`config.mk`:
```
export PLATFORM = sky130hd
export DESIGN_NAME = ber_phase_scan_ctrl
export DESIGN_NICKNAME = d
export VERILOG_FILES = /design/src/rtl/ber_ctrl_pkg.sv /design/src/rtl/ber_min_tracker.sv /design/src/rtl/ber_phase_scan_ctrl.sv
export SDC_FILE = /design/constraint.sdc
export NUM_CORES = 1
export LEC_CHECK = 0
export ABC_AREA = 1
export ABC_CLOCK_PERIOD_IN_PS = 10210
export CORE_MARGIN = 2
export CORE_UTILIZATION = 54
export DETAILED_ROUTE_END_ITERATION = 7
export GPL_ROUTABILITY_DRIVEN = 0
export PLACE_DENSITY = 0.8
export SLEW_MARGIN = 20
export SYNTH_ARGS = -nofsm -noshare
export SYNTH_HDL_FRONTEND = slang
export SYNTH_SLANG_ARGS = --single-unit
```
`constraint.sdc`:
```
create_clock -name clk -period 10.21 [get_ports clk]
set_input_delay 2.042 -clock clk [delete_from_list [all_inputs] [get_ports clk]]
set_output_delay 2.042 -clock clk [all_outputs]
set_load 0.01 [all_outputs]
```
`src/rtl/ber_ctrl_pkg.sv`:
```
// Shared types and helpers for the BER phase-scan controller.
// Latency: n/a (types and constant functions only).
// Backpressure: n/a.
package ber_ctrl_pkg;

    typedef enum logic [2:0] {
        ST_IDLE    = 3'd0,
        ST_RST_BER = 3'd1,
        ST_SYNC    = 3'd2,
        ST_MEAS    = 3'd3,
        ST_EVAL    = 3'd4,
        ST_LOCK    = 3'd5
    } scan_state_t;

    // Width of a strobe counter that must reach max(a,b) without wrapping.
    function automatic int cnt_width(input int a, input int b);
        int m;
        m = (a > b) ? a : b;
        return (m < 1) ? 1 : $clog2(m + 1);
    endfunction

    // Index width for n items; at least one bit so ports never collapse.
    function automatic int idx_width(input int n);
        return (n > 1) ? $clog2(n) : 1;
    endfunction

endpackage

```
`src/rtl/ber_min_tracker.sv`:
```
// Registered strict-minimum tracker: keeps the smallest value loaded and the index it came with.
// Latency: 1 cycle from i_load to o_min_*; o_min_idx_nxt shows the value about to be registered.
// Backpressure: none; i_clear wins over i_load.
// Ports: clk/i_rst (sync, active-high); i_clear resets to all-ones/0; i_load with i_val/i_idx
//        offers a candidate; o_min_val/o_min_idx are the registered result.
module ber_min_tracker #(
    parameter int VW = 64,
    parameter int IW = 2
) (
    input  logic          clk,
    input  logic          i_rst,
    input  logic          i_clear,
    input  logic          i_load,
    input  logic [VW-1:0] i_val,
    input  logic [IW-1:0] i_idx,
    output logic [VW-1:0] o_min_val,
    output logic [IW-1:0] o_min_idx,
    output logic [IW-1:0] o_min_idx_nxt
);

    logic [VW-1:0] min_val_d, min_val_q;
    logic [IW-1:0] min_idx_d, min_idx_q;

    always_comb begin
        min_val_d = min_val_q;
        min_idx_d = min_idx_q;
        if (i_clear) begin
            min_val_d = '1;
            min_idx_d = '0;
        end else if (i_load && (i_val < min_val_q)) begin
            // Strict compare: on a tie the earlier (lower) index is kept.
            min_val_d = i_val;
            min_idx_d = i_idx;
        end
    end

    always_ff @(posedge clk) begin
        if (i_rst) begin
            min_val_q <= '1;
            min_idx_q <= '0;
        end else begin
            min_val_q <= min_val_d;
            min_idx_q <= min_idx_d;
        end
    end

    assign o_min_val     = min_val_q;
    assign o_min_idx     = min_idx_q;
    assign o_min_idx_nxt = min_idx_d;

endmodule

```
`src/rtl/ber_phase_scan_ctrl.sv`:
```
// Scans every receive sampling phase with the BER checker and locks onto the lowest-error phase.
// Latency: N_PHASES*(SYNC_LEN+MEAS_LEN+2) cycles from i_start to o_done with i_valid held high.
// Backpressure: i_valid low stalls the SYNC/MEAS strobe counters; RST_BER and EVAL never wait.
// Ports: clk/i_rst (sync, active-high); i_start/i_abort control pulses; i_valid symbol strobe;
//        i_ber_samp/i_ber_err checker counters; o_ber_rst/o_ber_en/o_phase_sel drive the checker;
//        o_best_phase/o_best_err result; o_busy while scanning; o_done pulse on lock.
// Option BER_SCAN_LOG_EN: per-phase error log readable through i_log_idx/o_log_err.
module ber_phase_scan_ctrl
    import ber_ctrl_pkg::*;
#(
    parameter int N_PHASES = 4,
    parameter int NB_CNT   = 64,
    parameter int SYNC_LEN = 261121,
    parameter int MEAS_LEN = 1024,
    localparam int PW = idx_width(N_PHASES),
    localparam int CW = cnt_width(SYNC_LEN, MEAS_LEN)
) (
    input  logic              clk,
    input  logic              i_rst,
    input  logic              i_start,
    input  logic              i_abort,
    input  logic              i_valid,
    input  logic [NB_CNT-1:0] i_ber_samp,
    input  logic [NB_CNT-1:0] i_ber_err,
    output logic              o_ber_rst,
    output logic              o_ber_en,
    output logic [PW-1:0]     o_phase_sel,
    output logic [PW-1:0]     o_best_phase,
    output logic [NB_CNT-1:0] o_best_err,
    output logic              o_busy,
    output logic              o_done
`ifdef BER_SCAN_LOG_EN
    ,
    input  logic [PW-1:0]     i_log_idx,
    output logic [NB_CNT-1:0] o_log_err
`endif
);

    localparam logic [CW-1:0] SYNC_LAST  = CW'(SYNC_LEN - 1);
    localparam logic [CW-1:0] MEAS_LAST  = CW'(MEAS_LEN - 1);
    localparam logic [PW-1:0] LAST_PHASE = PW'(N_PHASES - 1);

    scan_state_t       state_d, state_q;
    logic [PW-1:0]     phase_idx_d, phase_idx_q;
    logic [CW-1:0]     cnt_d, cnt_q;
    logic [NB_CNT-1:0] err0_d, err0_q;
    logic              ber_rst_d, ber_rst_q;
    logic              ber_en_d, ber_en_q;
    logic [PW-1:0]     phase_sel_d, phase_sel_q;
    logic              busy_d, busy_q;
    logic              done_d, done_q;

    logic              start_ok;
    logic              trk_clear, trk_load;
    logic [NB_CNT-1:0] meas_err;
    logic [PW-1:0]     best_idx_nxt;

    // The window length is counted locally on i_valid, so the checker's sample count is not needed.
    logic unused_samp;
    assign unused_samp = ^i_ber_samp;

    assign start_ok = i_start && ((state_q == ST_IDLE) || (state_q == ST_LOCK));
    // Modular difference tolerates the checker's error counter wrapping inside the window.
    assign meas_err = i_ber_err - err0_q;

    always_comb begin : next_state
        state_d     = state_q;
        phase_idx_d = phase_idx_q;
        cnt_d       = cnt_q;
        err0_d      = err0_q;
        trk_clear   = 1'b0;
        trk_load    = 1'b0;
        if (i_abort) begin
            state_d = ST_IDLE;
            cnt_d   = '0;
        end else if (start_ok) begin
            state_d     = ST_RST_BER;
            phase_idx_d = '0;
            cnt_d       = '0;
            trk_clear   = 1'b1;
        end else begin
            case (state_q)
                ST_RST_BER: state_d = ST_SYNC;
                ST_SYNC: begin
                    if (i_valid) begin
                        if (cnt_q == SYNC_LAST) begin
                            state_d = ST_MEAS;
                            cnt_d   = '0;
                            err0_d  = i_ber_err;
                        end else begin
                            cnt_d = cnt_q + CW'(1);
                        end
                    end
                end
                ST_MEAS: begin
                    if (i_valid) begin
                        if (cnt_q == MEAS_LAST) begin
                            state_d = ST_EVAL;
                            cnt_d   = '0;
                        end else begin
                            cnt_d = cnt_q + CW'(1);
                        end
                    end
                end
                ST_EVAL: begin
                    trk_load = 1'b1;
                    if (phase_idx_q == LAST_PHASE) begin
                        state_d = ST_LOCK;
                    end else begin
                        phase_idx_d = phase_idx_q + PW'(1);
                        state_d     = ST_RST_BER;
                    end
                end
                default: ;
            endcase
        end
    end

    // Outputs are decoded from the next state so every port comes straight from a flop.
    always_comb begin : out_next
        ber_rst_d   = 1'b0;
        ber_en_d    = 1'b0;
        busy_d      = 1'b0;
        done_d      = 1'b0;
        phase_sel_d = phase_sel_q;
        case (state_d)
            ST_RST_BER: begin
                ber_rst_d   = 1'b1;
                busy_d      = 1'b1;
                phase_sel_d = phase_idx_d;
            end
            ST_SYNC, ST_MEAS, ST_EVAL: begin
                ber_en_d = 1'b1;
                busy_d   = 1'b1;
            end
            ST_LOCK: begin
                if (state_q != ST_LOCK) begin
                    // First lock cycle re-syncs the checker on the winner; the tracker is
                    // updating on this same edge, so take its next-state index.
                    ber_rst_d   = 1'b1;
                    done_d      = 1'b1;
                    phase_sel_d = best_idx_nxt;
                end else begin
                    ber_en_d = 1'b1;
                end
            end
            default: ;
        endcase
    end

    always_ff @(posedge clk) begin
        if (i_rst) begin
            state_q     <= ST_IDLE;
            phase_idx_q <= '0;
            cnt_q       <= '0;
            err0_q      <= '0;
            ber_rst_q   <= 1'b0;
            ber_en_q    <= 1'b0;
            phase_sel_q <= '0;
            busy_q      <= 1'b0;
            done_q      <= 1'b0;
        end else begin
            state_q     <= state_d;
            phase_idx_q <= phase_idx_d;
            cnt_q       <= cnt_d;
            err0_q      <= err0_d;
            ber_rst_q   <= ber_rst_d;
            ber_en_q    <= ber_en_d;
            phase_sel_q <= phase_sel_d;
            busy_q      <= busy_d;
            done_q      <= done_d;
        end
    end

    ber_min_tracker #(
        .VW (NB_CNT),
        .IW (PW)
    ) u_min_tracker (
        .clk           (clk),
        .i_rst         (i_rst),
        .i_clear       (trk_clear),
        .i_load        (trk_load),
        .i_val         (meas_err),
        .i_idx         (phase_idx_q),
        .o_min_val     (o_best_err),
        .o_min_idx     (o_best_phase),
        .o_min_idx_nxt (best_idx_nxt)
    );

    assign o_ber_rst   = ber_rst_q;
    assign o_ber_en    = ber_en_q;
    assign o_phase_sel = phase_sel_q;
    assign o_busy      = busy_q;
    assign o_done      = done_q;

`ifdef BER_SCAN_LOG_EN
    logic [NB_CNT-1:0] log_d [N_PHASES];
    logic [NB_CNT-1:0] log_q [N_PHASES];

    always_comb begin
        log_d = log_q;
        if (trk_clear) begin
            for (int p = 0; p < N_PHASES; p++) log_d[p] = '0;
        end else if (trk_load) begin
            log_d[phase_idx_q] = meas_err;
        end
    end

    always_ff @(posedge clk) begin
        if (i_rst) begin
            for (int p = 0; p < N_PHASES; p++) log_q[p] <= '0;
        end else begin
            log_q <= log_d;
        end
    end

    assign o_log_err = (int'(i_log_idx) < N_PHASES) ? log_q[i_log_idx] : '0;
`endif

endmodule
```
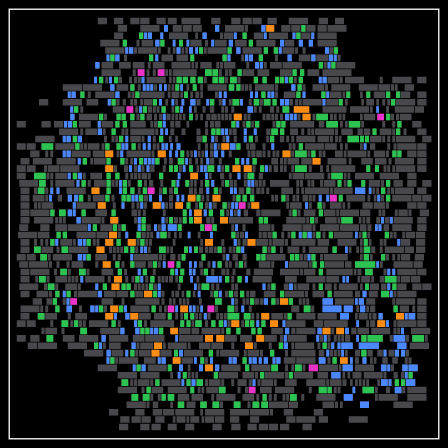
Fig. 1. Selected gate families (run 1).
[nor cells] blue | cells: 361 | most used: nor2_1 | where: widely spread
[aoi and oai cells] green | cells: 381 | most used: a21oi_1 | where: widely spread
[xor and xnor cells] orange | cells: 56 | most used: xor2_1
[non-inverting ao/oa cells] magenta | cells: 14 | most used: a21o_1

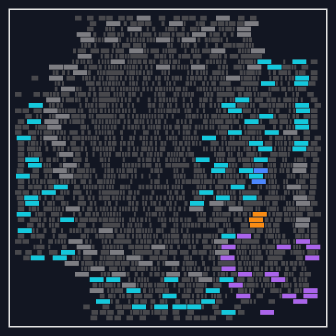
Fig. 2. Register map, names as in the netlist (run 1).
Other sequential cells in the stronger grey, the rest of the logic in the fainter grey.
[u_min_tracker.o_min_val] cyan | sequential cells: 64 | where: widely spread
[cnt_q] purple | sequential cells: 18 | where: bottom right
[state_q] orange | sequential cells: 3
[phase_idx_q] blue | sequential cells: 2
not coloured: 72

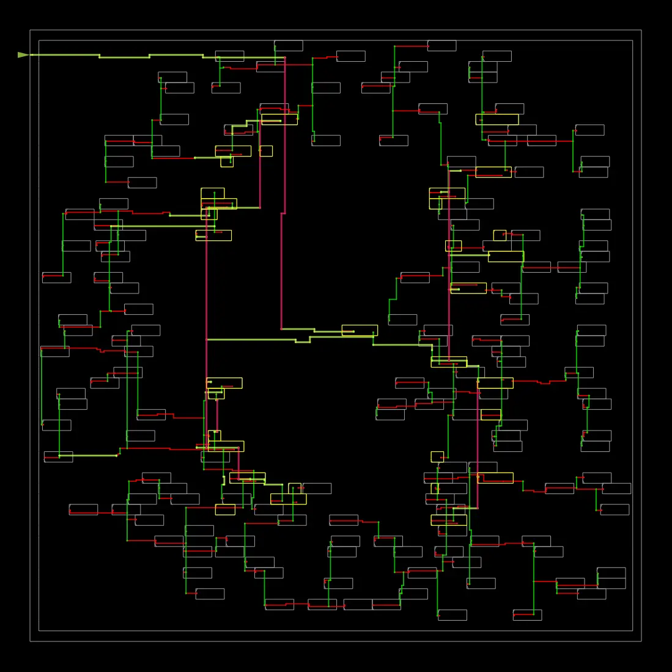
Fig. 3. The clock network (run 1).
registers: 159
clk latency late pin: 450 ps
Clock Skew: 14.43 ps
clock buffers: 19

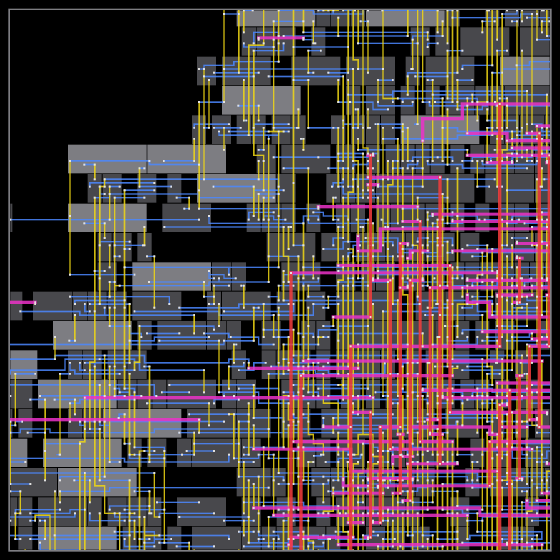
Fig. 4. Layout detail (run 1).
Window x 14 to 64, y 93 to 143 um. Cells in grey, sequential cells in the stronger grey; small squares are vias.
[M1] blue
[M2] yellow
[M3] magenta
[M4] red
most frequent: nor2_1 (53), inv_1 (49), nand2_1 (45)
cells with their middle in the window: 273
netlist names of flops here include: err0_q (16)
sequential cells in the window: 16

[run 1: per-layer routing]
metal	vias up	part of all wire, %	wire length [um]	GRT usage (%)
met2	629	45	16800	50.06
met4	2	3.8	1397	12.38
met1	6153	42	15720	37.17
li1	6623	-	-	-
met5	-	0.035	13	0
met3	130	8.6	3212	6.543
[run 1: worst max-delay path: cells and delay by family]
kind | cells | cell delay (ps)
AND/OR/NAND/NOR | 15 | 1980
AND-OR/OR-AND | 4 | 990
adder cells (fa/ha/maj) | 3 | 770
buffers and inverters | 6 | 1390
[run 1: logic make-up (layout without fill, tap and decap cells)]
group,after synthesis,count (layout),synth area share [%]
xor gates and xnor gates,56,56,3.902
AOI/OAI and AO/OA,395,395,17.96
buffers and inverters,355,480,11.40
adders and majority gates,129,129,12.71
DFF,159,159,24.94
and+or+nand+nor,853,853,29.09
==> CHANGELOG.md, run 1 <==
### Physical design

- Status: finished clean
- Initial antenna violation count: 1
- Most used cell, CP: nand2_1
- Top cells by count: nand2_1 (379), inv_1 (295), nor2_1 (254)
- Worst vdd ir: 0.07889 mV
- Min-Delay Path Class: flip-flop to flip-flop
- Sequential area share after synthesis: 24.94%
- Worst slew pin tran: 914.9 ps
- CP arrival: 7230 ps
- Hold depth: 2
- Number of fill cells: 2,143
- CTS Hold Buffers Added: 0
- Port Buffers: 140
- N_taps: 319
- Largest cell class by area: multi-input combinational cells
- Largest net degree at the start of global routing: 110
- Layout cell share with drive strength beyond 1: 4.826%
- TritonCTS Buffers: 17
- DRT iter0 DRCs: 1,263
- PD cells: 112.8 nW/um^2
- Worst-path clk slew: 80 ps
- CORE AREA: 23,330 um^2
- Clock buf/inv share: 4.020%
- Yosys Chip Area: 12,760 um^2
Fig. 5: run 1, power grid
Pins as bars on the die edge.
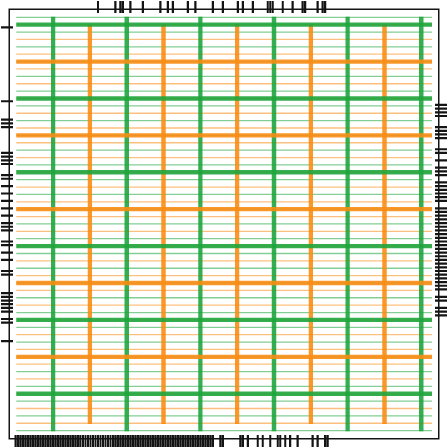

==> run 2, diff against run 1 <==
--- a/config.mk
+++ b/config.mk
@@ -6,12 +6,12 @@
 export NUM_CORES = 1
 export LEC_CHECK = 0
 export ABC_AREA = 1
-export ABC_CLOCK_PERIOD_IN_PS = 10210
+export ABC_CLOCK_PERIOD_IN_PS = 5700
 export CORE_MARGIN = 2
-export CORE_UTILIZATION = 54
+export CORE_UTILIZATION = 50
 export DETAILED_ROUTE_END_ITERATION = 7
 export GPL_ROUTABILITY_DRIVEN = 0
-export PLACE_DENSITY = 0.8
+export PLACE_DENSITY = 0.78
 export SLEW_MARGIN = 20
 export SYNTH_ARGS = -nofsm -noshare
 export SYNTH_HDL_FRONTEND = slang
==> constraint.sdc (replaced) <==
create_clock -name clk -period 5.7 [get_ports clk]
set_input_delay 1.14 -clock clk [delete_from_list [all_inputs] [get_ports clk]]
set_output_delay 1.14 -clock clk [all_outputs]
set_load 0.01 [all_outputs]
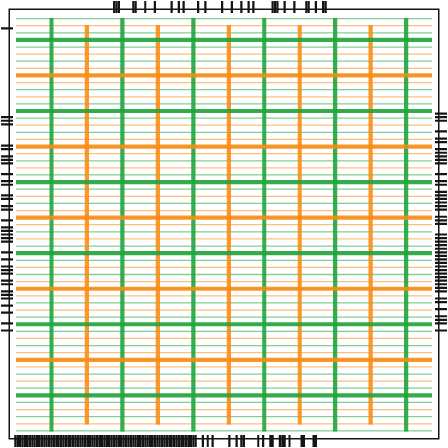
Fig. 6. Power grid (run 2).
Pins as bars on the die edge.
[VDD] orange
[VSS] green
signal pins: 205
met4 straps: 11

==> CHANGELOG.md, run 2 <==
### Physical design

- Layout cell share with drive strength beyond 1: 5.192% (+0.37 points)
- CORE AREA: 25,110 um^2 (+7.6%)
- DRT iter0 DRCs: 1,207 (-4.4%)
- Met3 usage: 4.798% (-1.7 points)
- Clock buf/inv share: 3.771% (-0.25 points)
- Clock buffers: 17 (-2)
- TritonCTS Buffers: 17 (unchanged)
- Top non-seq family: simple AND/OR/NAND/NOR gates
- Max Used Layer: met4
- Clock Skew: 13.85 ps (-0.5847 ps)
- Status: finished clean
- CP arrival: 5380 ps (-1850 ps)
- Adder Share, Synth: 12.71% (unchanged)
- Largest net degree at the start of global routing: 67 (-39%)
- PD cells: 198.3 nW/um^2 (+76%)
- N_taps: 330 (+3.4%)
- Hold depth: 2 (unchanged)
- Min-Delay Path Class: flip-flop to flip-flop
- Port Buffers: 140 (unchanged)
- Basic Gates by Area: 29.09% (unchanged)
- Sequential area share after synthesis: 24.94% (unchanged)
- Worst-path clk slew: 70 ps (about the same)
- Number of fill cells: 2,356 (+9.9%)
- Worst slew pin tran: 875.8 ps (-39.07 ps)
- Wire length on met3: 3058 um (-4.8%)
- Largest cell class by area: multi-input combinational cells
- Yosys Chip Area: 12,760 um^2 (unchanged)
- Clk latency late pin: 450 ps (about the same)
- XOR/XNOR share of the synthesized area: 3.902% (unchanged)
- Met2 GRT Util: 45.49% (-4.6 points)
- GR peak layer: met2
- Initial antenna violation count: 0 (-1)
- Worst vdd ir: 0.1794 mV (+130%)
==> run 2: worst max-delay path: stages <==
cell,delay [ps]
clkdlybuf4s50_1,440
ha_1,390
nand2_1,120
nor2_1,250
nand2_1,100
o21ai_1,450
nand3_1,130
nand2_1,180
nand4_1,170
nand4_1,110
nand2_1,170
ha_1,360
nand2_1,60
nor2_1,130
inv_1,70
nor2_1,160
nand2_1,70
nor2_1,90
nand2_1,130
nand2_4,110
clkinv_4,140
buf_12,210
nand2_1,110
o211ai_2,80
==> run 2: logic make-up after synthesis <==
logic type / count (synthesis)
buf+inv: 355
simple gates: 853
fa+ha+maj: 129
compound gates: 395
flops: 159
xor+xnor: 56
Power and IR drop assume default switching activity.
